[config.mk]
export PLATFORM = sky130hd
export DESIGN_NAME = cfg_port_arbiter
export DESIGN_NICKNAME = d
export VERILOG_FILES = /design/src/rtl/cfg_pkg.sv /design/src/rtl/rr_arbiter.sv /design/src/rtl/cfg_port_arbiter.sv
export SDC_FILE = /design/constraint.sdc
export NUM_CORES = 1
export LEC_CHECK = 0
export CAP_MARGIN = 30
export CORE_AREA = 2 2 108 110
export CTS_CLUSTER_DIAMETER = 200
export DETAILED_ROUTE_END_ITERATION = 16
export DIE_AREA = 0 0 110 112
export DONT_BUFFER_PORTS = 1
export PLACE_DENSITY_LB_ADDON = 0.12
export SETUP_SLACK_MARGIN = 0.4
export SKIP_CTS_REPAIR_TIMING = 1
export SLEW_MARGIN = 20
export SYNTH_ARGS = -nofsm -noshare
export SYNTH_HDL_FRONTEND = slang
export SYNTH_HIERARCHICAL = 1
export SYNTH_SLANG_ARGS = --single-unit
export TNS_END_PERCENT = 20
[constraint.sdc]
create_clock -name system_clk -period 5.7 [get_ports system_clk]
set_input_delay 0.855 -clock system_clk [delete_from_list [all_inputs] [get_ports system_clk]]
set_output_delay 0.855 -clock system_clk [all_outputs]
set_load 0.02 [all_outputs]
[src/rtl/cfg_pkg.sv]
// -----------------------------------------------------------------------------
// cfg_pkg
// Shared definitions for the config-port arbiter:
//   DATA_W  : config memory data width
//   state_t : arbiter FSM encoding (2 bits)
//   idx_w() : width of an index able to address n requesters (min 1 bit)
// -----------------------------------------------------------------------------
package cfg_pkg;

    localparam int DATA_W = 32;

    typedef enum logic [1:0] {
        ST_IDLE  = 2'd0,
        ST_ISSUE = 2'd1,
        ST_RESP  = 2'd2,
        ST_CFG   = 2'd3
    } state_t;

    function automatic int idx_w(input int n);
        return (n > 1) ? $clog2(n) : 1;
    endfunction

endpackage

[src/rtl/rr_arbiter.sv]
// -----------------------------------------------------------------------------
// rr_arbiter
// Combinational round-robin picker. Scans the request vector starting at
// i_ptr and wrapping from N-1 to 0; the first asserted request wins.
// Ports:
//   i_req   [N-1:0]  : request vector
//   i_ptr   [IW-1:0] : index with highest priority this cycle (< N)
//   o_grant [N-1:0]  : one-hot winner, all zero when no request
// -----------------------------------------------------------------------------
module rr_arbiter #(
    parameter int N  = 4,
    parameter int IW = 2
) (
    input  logic [N-1:0]  i_req,
    input  logic [IW-1:0] i_ptr,
    output logic [N-1:0]  o_grant
);

    // One extra bit so ptr + offset never overflows before the wrap test.
    localparam int SW = IW + 1;

    logic [SW-1:0] w_sum;
    logic [IW-1:0] w_idx;
    logic          w_found;

    always_comb begin
        o_grant = '0;
        w_found = 1'b0;
        w_sum   = '0;
        w_idx   = '0;
        for (int k = 0; k < N; k++) begin
            w_sum = {1'b0, i_ptr} + SW'(k);
            if (w_sum >= SW'(N)) begin
                w_sum = w_sum - SW'(N);
            end
            w_idx = w_sum[IW-1:0];
            if (!w_found && i_req[w_idx]) begin
                o_grant[w_idx] = 1'b1;
                w_found        = 1'b1;
            end
        end
    end

endmodule

[src/rtl/cfg_port_arbiter.sv]
// -----------------------------------------------------------------------------
// cfg_port_arbiter
// Shares one registered config memory port between N system requesters and
// an APB configuration window.
//
// Handshake: a requester holds req[i] (with req_we/req_addr/req_wdata stable)
// until gnt[i] pulses for one cycle; that pulse means the op was issued.
// Reads additionally return rdata qualified by a one-cycle rvalid[i] pulse.
// A req dropped before its gnt is simply never seen.
//
// Ports:
//   system_clk, prstn          : clock (rising edge), async active-low reset
//   req/req_we [N]             : per-requester request and op (1 = write)
//   req_addr [N*D]             : packed addresses, requester i at [i*D +: D]
//   req_wdata [N*32]           : packed write data, requester i at [i*32 +: 32]
//   gnt/rvalid [N]             : one-hot accept / read-valid pulses
//   rdata [32]                 : shared read data, held between rvalid pulses
//   cfg_mode                   : APB config window request (wins over req)
//   cfg_state_write_enable     : registered enable for APB writes to memory
//   mem_rd_en/mem_wr_en        : memory strobes (ISSUE cycle only)
//   mem_addr [D], mem_wdata[32]: memory address / write data
//   mem_rd_data [32]           : memory read data, one cycle after mem_rd_en
//
// Timing: req sampled in IDLE (cycle 0) -> gnt + strobe (cycle 1) ->
// RESP captures mem_rd_data (cycle 2) -> rvalid (cycle 3, FSM back in IDLE).
// -----------------------------------------------------------------------------
module cfg_port_arbiter
    import cfg_pkg::*;
#(
    parameter int N = 4,
    parameter int D = 6
) (
    input  logic                system_clk,
    input  logic                prstn,
    input  logic [N-1:0]        req,
    input  logic [N-1:0]        req_we,
    input  logic [N*D-1:0]      req_addr,
    input  logic [N*DATA_W-1:0] req_wdata,
    output logic [N-1:0]        gnt,
    output logic [N-1:0]        rvalid,
    output logic [DATA_W-1:0]   rdata,
    input  logic                cfg_mode,
    output logic                cfg_state_write_enable,
    output logic                mem_rd_en,
    output logic                mem_wr_en,
    output logic [D-1:0]        mem_addr,
    output logic [DATA_W-1:0]   mem_wdata,
    input  logic [DATA_W-1:0]   mem_rd_data
);

    localparam int IW = idx_w(N);

    state_t              r_state;
    state_t              w_next;

    logic [IW-1:0]       r_rr_ptr;
    logic [IW-1:0]       r_idx;
    logic                r_we;
    logic [D-1:0]        r_addr;
    logic [DATA_W-1:0]   r_wdata;
    logic [DATA_W-1:0]   r_rdata;
    logic [N-1:0]        r_rvalid;
    logic                r_cfg_we;

    logic [N-1:0]        w_win_onehot;
    logic [IW-1:0]       w_win_idx;
    logic                w_sel_we;
    logic [D-1:0]        w_sel_addr;
    logic [DATA_W-1:0]   w_sel_wdata;
    logic [N-1:0]        w_lat_onehot;
    logic                w_take;

    rr_arbiter #(
        .N  (N),
        .IW (IW)
    ) u_rr_arbiter (
        .i_req   (req),
        .i_ptr   (r_rr_ptr),
        .o_grant (w_win_onehot)
    );

    // One-hot winner to index plus the winner's op/addr/data, as an AND-OR mux.
    always_comb begin
        w_win_idx   = '0;
        w_sel_we    = 1'b0;
        w_sel_addr  = '0;
        w_sel_wdata = '0;
        for (int k = 0; k < N; k++) begin
            if (w_win_onehot[k]) begin
                w_win_idx   = IW'(k);
                w_sel_we    = req_we[k];
                w_sel_addr  = req_addr[k*D +: D];
                w_sel_wdata = req_wdata[k*DATA_W +: DATA_W];
            end
        end
    end

    // FSM: state register
    always_ff @(posedge system_clk or negedge prstn) begin
        if (!prstn) begin
            r_state <= ST_IDLE;
        end else begin
            r_state <= w_next;
        end
    end

    // FSM: next state. cfg_mode is only looked at in IDLE and CFG, so a
    // window request arriving mid-transaction waits for the return to IDLE.
    always_comb begin
        w_next = r_state;
        case (r_state)
            ST_IDLE: begin
                if (cfg_mode) begin
                    w_next = ST_CFG;
                end else if (|req) begin
                    w_next = ST_ISSUE;
                end
            end
            ST_ISSUE: w_next = r_we ? ST_IDLE : ST_RESP;
            ST_RESP:  w_next = ST_IDLE;
            ST_CFG:   w_next = cfg_mode ? ST_CFG : ST_IDLE;
            default:  w_next = ST_IDLE;
        endcase
    end

    assign w_take = (r_state == ST_IDLE) && (w_next == ST_ISSUE);

    // Latched transaction, round-robin pointer, read return and cfg enable.
    always_ff @(posedge system_clk or negedge prstn) begin
        if (!prstn) begin
            r_rr_ptr <= '0;
            r_idx    <= '0;
            r_we     <= 1'b0;
            r_addr   <= '0;
            r_wdata  <= '0;
            r_rdata  <= '0;
            r_rvalid <= '0;
            r_cfg_we <= 1'b0;
        end else begin
            if (w_take) begin
                r_idx   <= w_win_idx;
                r_we    <= w_sel_we;
                r_addr  <= w_sel_addr;
                r_wdata <= w_sel_wdata;
            end
            if (r_state == ST_ISSUE) begin
                r_rr_ptr <= (r_idx == IW'(N - 1)) ? '0 : r_idx + 1'b1;
            end
            if (r_state == ST_RESP) begin
                r_rdata <= mem_rd_data;
            end
            r_rvalid <= (r_state == ST_RESP) ? w_lat_onehot : '0;
            // Registered copy of "in CFG": rises on entry, falls on exit.
            r_cfg_we <= (w_next == ST_CFG);
        end
    end

    assign w_lat_onehot = N'(1) << r_idx;

    assign gnt                    = (r_state == ST_ISSUE) ? w_lat_onehot : '0;
    assign mem_rd_en              = (r_state == ST_ISSUE) && !r_we;
    assign mem_wr_en              = (r_state == ST_ISSUE) &&  r_we;
    assign mem_addr               = r_addr;
    assign mem_wdata              = r_wdata;
    assign rdata                  = r_rdata;
    assign rvalid                 = r_rvalid;
    assign cfg_state_write_enable = r_cfg_we;

endmodule
==> run_summary.xml, run 1 <==
<?xml version="1.0" encoding="UTF-8"?>
<metrics>
  <group name="finish">
    <metric name="mostFrequentLayoutCells" unit="">sky130_fd_sc_hd__a21oi_1, sky130_fd_sc_hd__dfrtp_1, sky130_fd_sc_hd__nand2_1</metric>
    <metric name="antennaDiodeCount" unit="">0</metric>
    <metric name="lay_top_count" unit="">sky130_fd_sc_hd__a21oi_1</metric>
    <metric name="postLayoutCellArea" unit="um2">5180</metric>
    <metric name="syn2layout_area_growth" unit="%">7.53</metric>
    <metric name="num-fill-cells" unit="">1091</metric>
    <metric name="layout-drive-gt1-share" unit="">0.144</metric>
    <metric name="finish.net_count" unit="">679</metric>
    <metric name="instances_no_fill" unit="">622</metric>
  </group>
  <group name="sta">
    <metric name="maxClockFrequency" unit="MHz">271</metric>
    <metric name="timing.final.max_slew_violations" unit="">0</metric>
    <metric name="timing.final.ws_setup" unit="ps">2010</metric>
    <metric name="final_cycle_share" unit="">0.648</metric>
    <metric name="fin_hold_ws" unit="ps">210</metric>
    <metric name="timing.final.setup_violations" unit="">0</metric>
    <metric name="finalHoldViolations" unit="">0</metric>
    <metric name="final_period_minus_worst_setup_slack" unit="ps">3690</metric>
    <metric name="grt_setup_unrepaired" unit="">false</metric>
    <metric name="slew_headroom" unit="">0.498</metric>
    <metric name="tightest_slew" unit="ps">753</metric>
  </group>
  <group name="clocking">
    <metric name="cts_tree" unit="">yes</metric>
    <metric name="cts_num_sinks" unit="">82</metric>
    <metric name="clk_pin_slew_worst_paths" unit="ps">60</metric>
    <metric name="cts_max_level" unit="">3</metric>
    <metric name="clockBufferDepth" unit="">2</metric>
    <metric name="clock_insertion_delay_worst_skew" unit="ps">330</metric>
    <metric name="cts_root_buf" unit="">sky130_fd_sc_hd__clkbuf_16</metric>
  </group>
  <group name="run">
    <metric name="drv.max_cap_violation_count" unit="">0</metric>
    <metric name="tool_warnings" unit="">34</metric>
  </group>
  <group name="logic_synthesis">
    <metric name="netlist.top_cell.by_instances" unit="">sky130_fd_sc_hd__a21oi_1</metric>
    <metric name="yosysWarningCount" unit="">6</metric>
    <metric name="yosysSeqAreaShare" unit="">0.426</metric>
    <metric name="edf_count" unit="">0</metric>
    <metric name="synthDominantAreaCellType" unit="">sky130_fd_sc_hd__dfrtp_1</metric>
    <metric name="synthCells" unit="">505</metric>
    <metric name="fp_nets" unit="">710</metric>
    <metric name="synth-cells-yosys" unit="">505</metric>
    <metric name="synth.distinct_cells" unit="">30</metric>
    <metric name="synth_area" unit="um2">4820</metric>
    <metric name="ff_type" unit="">sky130_fd_sc_hd__dfrtp_1</metric>
    <metric name="synth.avg_cell_area" unit="um2">9.54</metric>
    <metric name="synthTopCellsByCount" unit="">sky130_fd_sc_hd__a21oi_1, sky130_fd_sc_hd__dfrtp_1, sky130_fd_sc_hd__nand2_1</metric>
    <metric name="ys_ff" unit="">82</metric>
    <metric name="netlist_top_cells_area" unit="">sky130_fd_sc_hd__dfrtp_1, sky130_fd_sc_hd__a221o_1, sky130_fd_sc_hd__a21oi_1, sky130_fd_sc_hd__mux2_2, sky130_fd_sc_hd__nand3b_1</metric>
    <metric name="proportion_of_register_bits_with_asynchronous_set_or_reset_after_synthesis" unit="">1.00</metric>
  </group>
  <group name="global_route">
    <metric name="grt_first_pass_wirelength" unit="mm">21.1</metric>
    <metric name="total_overflow_reported_by_the_global_router" unit="">0</metric>
    <metric name="initial_antenna_violation_count" unit="">0</metric>
    <metric name="groute.layer.met3.usage" unit="">0.0691</metric>
    <metric name="maximum_number_of_pins_on_one_net_before_global_route_repair" unit="">83</metric>
    <metric name="groute.layer.met2.usage" unit="">0.351</metric>
    <metric name="grt_pass1_vias" unit="">3846</metric>
    <metric name="top_usage_layer" unit="">met2</metric>
    <metric name="grt_usage" unit="">0.223</metric>
  </group>
  <group name="critical_path">
    <metric name="regToRegSetupSlack" unit="ps">2010</metric>
    <metric name="timing.rr.start" unit="">r_rr_ptr[0]</metric>
    <metric name="timing.critical_path.arrival" unit="ps">3950</metric>
    <metric name="timing.critical_path.fanout_max" unit="">41</metric>
    <metric name="worstSetupStartpointType" unit="">register</metric>
    <metric name="worst-setup-path-type" unit="">register to register</metric>
    <metric name="cp-end-kind" unit="">register</metric>
    <metric name="cp_data_required_time" unit="ps">5950</metric>
    <metric name="path_depth_of_the_worst_reg2reg_path" unit="">9</metric>
    <metric name="critical_path.endpoint" unit="">mem_wdata[6]</metric>
    <metric name="worst_reg2reg_path_endpoint" unit="">mem_wdata[6]</metric>
  </group>
  <group name="floorplan">
    <metric name="rows" unit="">39</metric>
    <metric name="fp_util" unit="">0.431</metric>
    <metric name="design.portCount" unit="">276</metric>
  </group>
  <group name="placement">
    <metric name="place_hpwl" unit="mm">9.91</metric>
    <metric name="final_weighted_congestion_in_routability_driven_placement" unit="">0.838</metric>
    <metric name="dp_cells" unit="">605</metric>
    <metric name="port_buffers" unit="">0</metric>
  </group>
  <group name="pwr">
    <metric name="internal_power" unit="mW">2.15</metric>
    <metric name="comb_cell_power" unit="mW">1.97</metric>
    <metric name="pwr.group.clock" unit="mW">0.609</metric>
    <metric name="power_switching_share" unit="">0.465</metric>
    <metric name="power_frac_seq" unit="">0.361</metric>
    <metric name="combPwrFrac" unit="">0.488</metric>
    <metric name="power_top_consumer" unit="">combinational logic</metric>
    <metric name="cellPowerDensity" unit="nW/um2">778</metric>
    <metric name="totalPowerFinal" unit="mW">4.03</metric>
    <metric name="power_sequential" unit="mW">1.45</metric>
  </group>
  <group name="run_status">
    <metric name="run_status" unit="">finished, final reports clean</metric>
  </group>
  <group name="drt">
    <metric name="dr.first_iter.drc_count" unit="">198</metric>
    <metric name="wl_per_cell" unit="um">22.3</metric>
    <metric name="drt_first_pass_iters" unit="">4</metric>
    <metric name="detail_route.drc_violations" unit="">0</metric>
    <metric name="count_of_nets_left_with_antenna_violations_after_detail_routing" unit="">0</metric>
    <metric name="avgViaCountPerCell" unit="">6.24</metric>
  </group>
</metrics>
## run 1: cells by family after synthesis
| logic type | after synthesis | synth area share |
|---|---|---|
| AOI/OAI and AO/OA | 171 | 0.235 |
| and+or+nand+nor | 113 | 0.135 |
| buffers and inverters | 93 | 0.0837 |
| DFF | 82 | 0.426 |
| muxes | 36 | 0.0943 |
| adders and majority gates | 10 | 0.0260 |
## run 1: sequential cells by signal, summed over array words and instances, names as in the netlist
| signal | cells |
|---|---|
| r_rr_ptr | 2 |
| cfg_state_write_enable | 1 |
| r_we | 1 |
| rdata | 32 |
| mem_wdata | 32 |
| r_state | 2 |
| mem_addr | 6 |
| rvalid | 4 |
| r_idx | 2 |
## run 1: layout make-up
type,count,area (um2),area share
clock inverter,5,60.1,0.0116
tap,143,179,0.0345
timing repair buffer,7,92.6,0.0179
sequential,82,2050,0.396
multi-input combinational,330,2380,0.459
inverter,44,165,0.0319
clock buffer,11,253,0.0488
## run 1: per-layer routing
layer	routed length [um]	up-vias
met1	5400	1861
met4	420	0
met2	6620	219
met5	0	-
met3	1440	29
li1	-	1774
## run 1: critical path, stage by stage (launching register included)
cell and delay, ps:
sky130_fd_sc_hd__dfrtp_1 560, sky130_fd_sc_hd__inv_1 120, sky130_fd_sc_hd__ha_1 340, sky130_fd_sc_hd__mux4_2 400
sky130_fd_sc_hd__nor4b_4 370, sky130_fd_sc_hd__a221o_2 720, sky130_fd_sc_hd__buf_4 490, sky130_fd_sc_hd__a21oi_1 80
sky130_fd_sc_hd__a221o_1 340, sky130_fd_sc_hd__a31oi_1 160
**Run 1: the clock network**

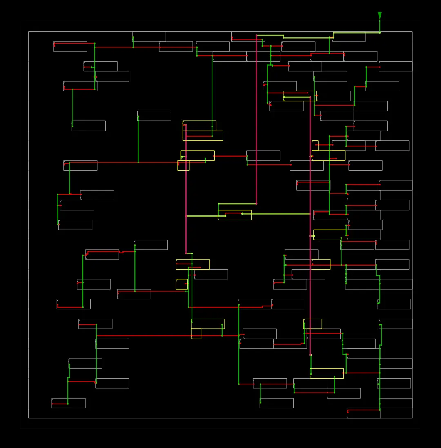
sequential cell count: 82
number of clock buffers inserted by TritonCTS: 9
Final Skew: 6.22 ps

**Run 1: met1 routing**

Supply wires on this layer in grey.
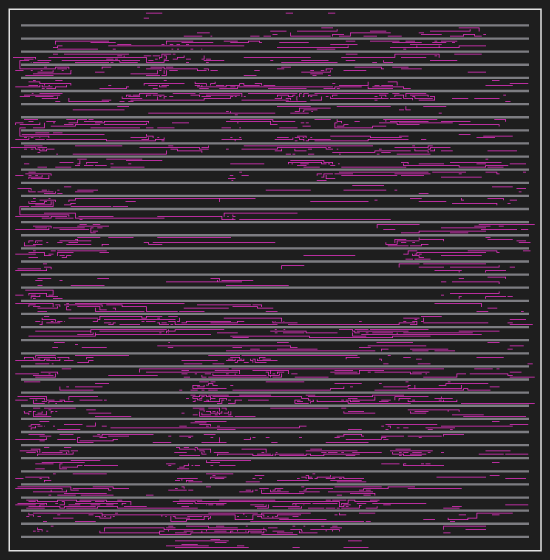
581 nets have wire on it. The longest straight run is 43.9 um. The layer holds 39% of the routed length.
GR Layer Usage met1: 0.277
Post-Route WL: 13.9 mm
number of vias in the routed layout: 3,883

**Run 1: supply network**

Pins as bars on the die edge.
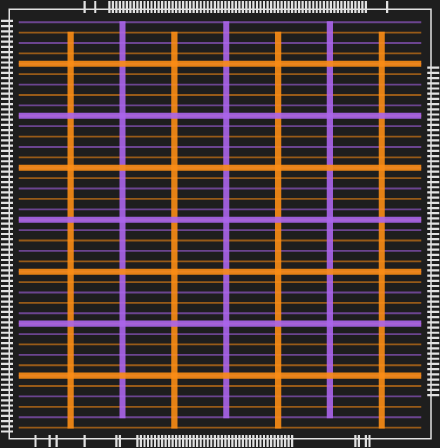
Key: VSS = orange; VDD = purple
40 met1 rails follow the rows. 7 straps on met4. The core has 39 rows. 7 straps on met5. 276 signal pins sit on the boundary.
worst supply voltage drop on vdd: 0.000384 V
die boundary width: 110 um
height of the die: 112 um
placeable core region: 11,200 um2

==> run 1 -> run 2 <==
==> constraint.sdc (replaced) <==
create_clock -name system_clk -period 3.4 [get_ports system_clk]
set_input_delay 0.51 -clock system_clk [delete_from_list [all_inputs] [get_ports system_clk]]
set_output_delay 0.51 -clock system_clk [all_outputs]
set_load 0.02 [all_outputs]
**Run 2: the clock network**

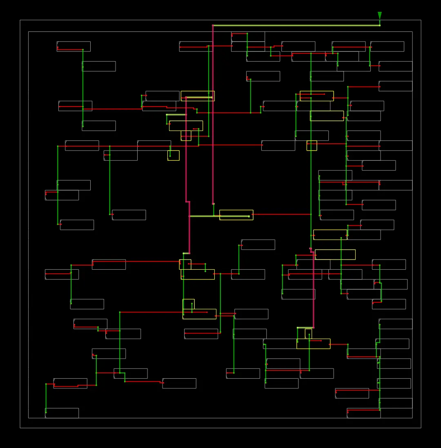
clk_lat worst skew: 340 ps
power attributed to the clock group: 0.999 mW
CTS sink cnt: 82
Final Skew: 10.8 ps
Clock buffer cells: 9

**Run 2: supply network**

Pins as bars on the die edge.
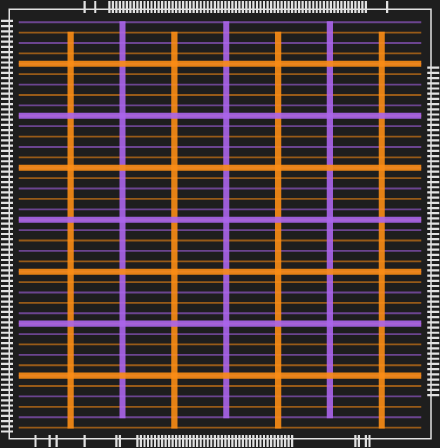
Key: VSS = orange; VDD = purple
40 met1 rails follow the rows. The core has 39 rows. 276 signal pins sit on the boundary. 7 straps on met4.
worst supply voltage drop on vdd: 0.000537 V

==> run_summary.xml, run 2 <==
<?xml version="1.0" encoding="UTF-8"?>
<metrics>
  <group name="floorplan">
    <metric name="design.portCount" unit="">276</metric>
    <metric name="core" unit="um2">11200</metric>
    <metric name="die_height" unit="um">112</metric>
    <metric name="fp_util" unit="">0.431</metric>
    <metric name="chipWidth" unit="um">110</metric>
  </group>
  <group name="critical_path">
    <metric name="timing.critical_path.fanout_max" unit="">31</metric>
    <metric name="critical-path-slowest-cell" unit="">sky130_fd_sc_hd__dfrtp_2</metric>
    <metric name="worst-setup-path-type" unit="">register to register</metric>
    <metric name="worstSetupStartpointType" unit="">register</metric>
    <metric name="path_cells" unit="">inv_1 -&gt; ha_1 -&gt; mux4_2 -&gt; nor4b_4 -&gt; a221o_1 -&gt; buf_6 -&gt; nand3b_1 -&gt; a221o_1 -&gt; a31oi_1</metric>
    <metric name="timing.critical_path.arrival" unit="ps">3090</metric>
  </group>
  <group name="placement">
    <metric name="final_weighted_congestion_in_routability_driven_placement" unit="">0.836</metric>
    <metric name="place_hpwl" unit="mm">10.3</metric>
    <metric name="port_buffers" unit="">0</metric>
  </group>
  <group name="finish">
    <metric name="mostFrequentLayoutCells" unit="">sky130_fd_sc_hd__a21oi_1, sky130_fd_sc_hd__dfrtp_1, sky130_fd_sc_hd__nand2_1</metric>
    <metric name="num-fill-cells" unit="">1089</metric>
    <metric name="antennaDiodeCount" unit="">0</metric>
    <metric name="lay_top_count" unit="">sky130_fd_sc_hd__a21oi_1</metric>
    <metric name="syn2layout_area_growth" unit="%">10.6</metric>
    <metric name="logic_area" unit="um2">2400</metric>
    <metric name="finish.net_count" unit="">691</metric>
  </group>
  <group name="global_route">
    <metric name="grt_first_pass_wirelength" unit="mm">21.7</metric>
    <metric name="grt_pass1_vias" unit="">3889</metric>
    <metric name="groute.layer.met2.usage" unit="">0.373</metric>
    <metric name="global_route.usage.met1" unit="">0.281</metric>
    <metric name="maximum_number_of_pins_on_one_net_before_global_route_repair" unit="">83</metric>
    <metric name="groute.layer.met3.usage" unit="">0.0726</metric>
    <metric name="top_usage_layer" unit="">met2</metric>
  </group>
  <group name="logic_synthesis">
    <metric name="ff_type" unit="">sky130_fd_sc_hd__dfrtp_1</metric>
    <metric name="synth.cellmix.adderShare" unit="">0.0260</metric>
    <metric name="synthTopCellsByCount" unit="">sky130_fd_sc_hd__a21oi_1, sky130_fd_sc_hd__dfrtp_1, sky130_fd_sc_hd__nand2_1</metric>
    <metric name="yosysWarningCount" unit="">6</metric>
    <metric name="synth.avg_cell_area" unit="um2">9.54</metric>
    <metric name="ys_sh_aoi" unit="">0.235</metric>
    <metric name="proportion_of_register_bits_with_asynchronous_set_or_reset_after_synthesis" unit="">1.00</metric>
    <metric name="yosysSeqAreaShare" unit="">0.426</metric>
    <metric name="synth.distinct_cells" unit="">30</metric>
    <metric name="netlist_top_cells_area" unit="">sky130_fd_sc_hd__dfrtp_1, sky130_fd_sc_hd__a221o_1, sky130_fd_sc_hd__a21oi_1, sky130_fd_sc_hd__mux2_2, sky130_fd_sc_hd__nand3b_1</metric>
    <metric name="synthDominantAreaCellType" unit="">sky130_fd_sc_hd__dfrtp_1</metric>
  </group>
  <group name="run_status">
    <metric name="run_status" unit="">finished, final reports clean</metric>
  </group>
  <group name="sta">
    <metric name="tightest_slew" unit="ps">528</metric>
    <metric name="timing.final.setup_violations" unit="">0</metric>
    <metric name="timing.final.max_slew_violations" unit="">0</metric>
    <metric name="finalHoldViolations" unit="">0</metric>
    <metric name="grt_setup_unrepaired" unit="">false</metric>
    <metric name="maxClockFrequency" unit="MHz">353</metric>
    <metric name="slew_headroom" unit="">0.648</metric>
    <metric name="final_period_minus_worst_setup_slack" unit="ps">2830</metric>
    <metric name="final_cycle_share" unit="">0.833</metric>
  </group>
  <group name="run">
    <metric name="drv.max_cap_violation_count" unit="">0</metric>
    <metric name="tool_warnings" unit="">34</metric>
  </group>
  <group name="pwr">
    <metric name="internal_power" unit="mW">3.74</metric>
    <metric name="totalPowerFinal" unit="mW">7.00</metric>
    <metric name="cellPowerDensity" unit="nW/um2">1310</metric>
    <metric name="combPwrFrac" unit="">0.511</metric>
    <metric name="power_switching_share" unit="">0.466</metric>
  </group>
  <group name="drt">
    <metric name="drt-met1-wl" unit="mm">5.61</metric>
    <metric name="count_of_nets_left_with_antenna_violations_after_detail_routing" unit="">0</metric>
    <metric name="drt_first_pass_iters" unit="">5</metric>
    <metric name="dr_wl_met3" unit="mm">1.55</metric>
    <metric name="dr.first_iter.drc_count" unit="">262</metric>
    <metric name="routed_wirelength" unit="mm">14.8</metric>
    <metric name="avgViaCountPerCell" unit="">6.28</metric>
  </group>
  <group name="clocking">
    <metric name="clockBufferDepth" unit="">2</metric>
    <metric name="cts_tree" unit="">yes</metric>
    <metric name="cts_max_level" unit="">3</metric>
    <metric name="number_of_clock_buffers_inserted_by_tritoncts" unit="">9</metric>
    <metric name="cts_root_buf" unit="">sky130_fd_sc_hd__clkbuf_16</metric>
  </group>
</metrics>
run 2: final timing paths:
kind | from | end | slack (ps) | depth (start not counted)
min in group system_clk | mem_rd_data[13] | rdata[13] | 320 | 1
max | r_rr_ptr[1] | mem_wdata[29] | 570 | 9
max in group asynchronous | prstn | r_rr_ptr[1] | 2980 | 1
min | prstn | mem_addr[4] | 70 | 1
min reg2reg | r_rr_ptr[1] | r_rr_ptr[1] | 570 | 2
max reg2reg | r_rr_ptr[1] | mem_wdata[29] | 570 | 9
run 2: cell families (layout without fill, tap and decap cells):
family                   after synthesis  count (layout)
AND/OR/NAND/NOR                      113             113
adder cells (fa/ha/maj)               10              10
AND-OR/OR-AND                        171             172
flip-flops                            82              82
multiplexers                          36              36
buffers and inverters                 93              78
run 2: critical path: cells and delay by family, from the launching register on:
kind / cells / cell delay, ps
buffers and inverters: 2 / 350
DFF: 1 / 410
adders and majority gates: 1 / 310
and+or+nand+nor: 2 / 500
AOI/OAI and AO/OA: 3 / 770
muxes: 1 / 400
run 2: final cells by class:
cell class / count / share of cell area
sequential: 82 / 0.386
multi-input combinational: 331 / 0.452
timing repair buffer: 18 / 0.0416
clock inverter: 7 / 0.0143
clock buffer: 9 / 0.0423
inverter: 44 / 0.0310
tap: 143 / 0.0336
run 2: metrics by stage:
step / instance area (um2) / setup WS (ps) / util / instances / hold slack (ps)
6_report: 5330 / 567 / 0.477 / 634 / 73.7
5_1_grt: 5330 / 397 / 0.477 / 634 / 98.0
4_1_cts: 5210 / 283 / 0.466 / 626 / -152
3_5_place_dp: 4910 / 297 / 0.439 / 610 / 216
3_3_place_gp: 4910 / 425 / 0.439 / 610 / 216
2_1_floorplan: 4820 / 451 / - / 505 / 214
==> run 2 -> run 3 <==
==> constraint.sdc (replaced) <==
create_clock -name system_clk -period 2.5 [get_ports system_clk]
set_input_delay 0.375 -clock system_clk [delete_from_list [all_inputs] [get_ports system_clk]]
set_output_delay 0.375 -clock system_clk [all_outputs]
set_load 0.02 [all_outputs]
**Run 3: supply network**

Pins as bars on the die edge.
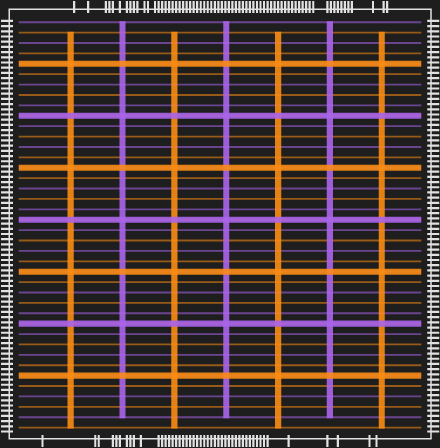
Key: VDD = purple; VSS = orange
40 met1 rails follow the rows. The core has 39 rows. 7 straps on met5.
worst supply voltage drop on vdd: 0.000677 V

**Run 3: met1 routing**

Supply wires on this layer in grey.
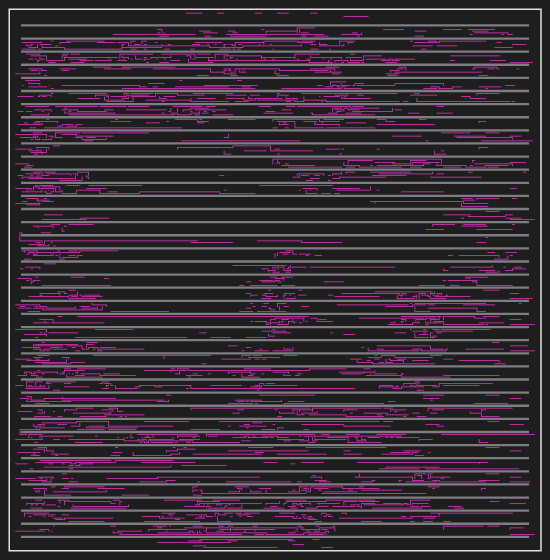
The layer holds 39% of the routed length. The layer carries 5,540 um of wire.
GR Layer Usage met1: 0.258
number of vias in the routed layout: 4,024
Post-Route WL: 14.3 mm

==> run_summary.xml, run 3 <==
<?xml version="1.0" encoding="UTF-8"?>
<metrics>
  <group name="run_status">
    <metric name="run_status" unit="">finished with violations</metric>
    <metric name="violations" unit="">negative hold slack, negative setup slack</metric>
  </group>
  <group name="clocking">
    <metric name="clock_insertion_delay_worst_skew" unit="ps">330</metric>
    <metric name="number_of_clock_buffers_inserted_by_tritoncts" unit="">9</metric>
  </group>
  <group name="finish">
    <metric name="non_clock_buffer_area_share" unit="">0.0693</metric>
    <metric name="finish.net_count" unit="">703</metric>
    <metric name="n_all_inverters" unit="">44</metric>
    <metric name="register_area" unit="um2">2050</metric>
  </group>
  <group name="logic_synthesis">
    <metric name="ff_type" unit="">sky130_fd_sc_hd__dfrtp_1</metric>
    <metric name="ys_ff" unit="">82</metric>
    <metric name="yosysWarningCount" unit="">6</metric>
    <metric name="proportion_of_register_bits_with_asynchronous_set_or_reset_after_synthesis" unit="">1.00</metric>
    <metric name="fp_nets" unit="">710</metric>
  </group>
  <group name="floorplan">
    <metric name="die_height" unit="um">112</metric>
    <metric name="design.portCount" unit="">276</metric>
  </group>
  <group name="pwr">
    <metric name="cellPowerDensity" unit="nW/um2">1800</metric>
    <metric name="comb_cell_power" unit="mW">5.24</metric>
    <metric name="totalPowerFinal" unit="mW">9.80</metric>
  </group>
  <group name="drt">
    <metric name="wl_per_cell" unit="um">22.1</metric>
    <metric name="dr.first_iter.drc_count" unit="">284</metric>
    <metric name="count_of_nets_left_with_antenna_violations_after_detail_routing" unit="">0</metric>
    <metric name="detail_route.drc_violations" unit="">0</metric>
    <metric name="drt_first_pass_iters" unit="">4</metric>
  </group>
  <group name="sta">
    <metric name="slew_headroom" unit="">0.653</metric>
    <metric name="grt_setup_unrepaired" unit="">true</metric>
    <metric name="fin_hold_ws" unit="ps">-267</metric>
    <metric name="timing.final.ws_setup" unit="ps">-228</metric>
    <metric name="finalHoldViolations" unit="">82</metric>
    <metric name="timing.final.setup_violations" unit="">39</metric>
    <metric name="fin_worst_skew" unit="ps">5.19</metric>
    <metric name="final_period_minus_worst_setup_slack" unit="ps">2730</metric>
  </group>
  <group name="placement">
    <metric name="dp_cells" unit="">617</metric>
    <metric name="final_weighted_congestion_in_routability_driven_placement" unit="">0.783</metric>
    <metric name="postPlaceCellArea" unit="um2">5000</metric>
  </group>
  <group name="run">
    <metric name="drv.max_cap_violation_count" unit="">0</metric>
  </group>
  <group name="critical_path">
    <metric name="worst-setup-path-type" unit="">register to register</metric>
    <metric name="timing.rr.start" unit="">r_rr_ptr[0]</metric>
    <metric name="timing.critical_path.arrival" unit="ps">2980</metric>
  </group>
  <group name="global_route">
    <metric name="maximum_number_of_pins_on_one_net_before_global_route_repair" unit="">83</metric>
    <metric name="groute.layer.met3.usage" unit="">0.0638</metric>
  </group>
</metrics>
-- run 3: kinds of logic (layout without fill, tap and decap cells) --
family / Yosys count / in the layout / share of synthesized area
AOI/OAI and AO/OA: 171 / 171 / 0.235
adders and majority gates: 10 / 10 / 0.0260
buffers and inverters: 93 / 91 / 0.0837
DFF: 82 / 82 / 0.426
muxes: 36 / 36 / 0.0943
and+or+nand+nor: 113 / 113 / 0.135
-- run 3: worst max path at each step --
stage / start / endpoint / slack (ps) / depth (start not counted)
3_3_place_gp: r_rr_ptr[0] / mem_wdata[1] / -90 / 9
2_1_floorplan: r_rr_ptr[0] / mem_wdata[0] / -50 / 11
5_1_grt: r_rr_ptr[0] / mem_wdata[9] / -340 / 9
4_1_cts: r_rr_ptr[0] / mem_wdata[9] / -190 / 9
3_5_place_dp: r_rr_ptr[0] / mem_wdata[13] / -180 / 9
6_report: r_rr_ptr[0] / mem_wdata[0] / -230 / 9
-- run 3: layer usage --
metal,vias to the layer above,routed length (um)
met5,-,0
met4,0,246
met3,18,1450
met2,229,7050
met1,1956,5540
li1,1821,-
-- run 3: worst max-delay path: stages, from the launching register on --
cell and delay [ps]:
sky130_fd_sc_hd__dfrtp_2 420, sky130_fd_sc_hd__buf_4 130, sky130_fd_sc_hd__mux4_2 520, sky130_fd_sc_hd__nor3b_2 200, sky130_fd_sc_hd__a221o_2 410, sky130_fd_sc_hd__buf_6 160
sky130_fd_sc_hd__clkbuf_16 150, sky130_fd_sc_hd__nand3b_1 150, sky130_fd_sc_hd__a221o_1 340, sky130_fd_sc_hd__a31oi_1 160
-- run 3: per-stage QoR --
stage                     utilization  setup TNS (ps)
after floorplan                     -           -1450
after global placement          0.447           -1930
after detailed placement        0.447           -5290
after CTS                       0.473           -5600
after global routing            0.488          -11480
final                           0.488           -6630
No activity file was given, so power comes from the tool's default toggle rates.
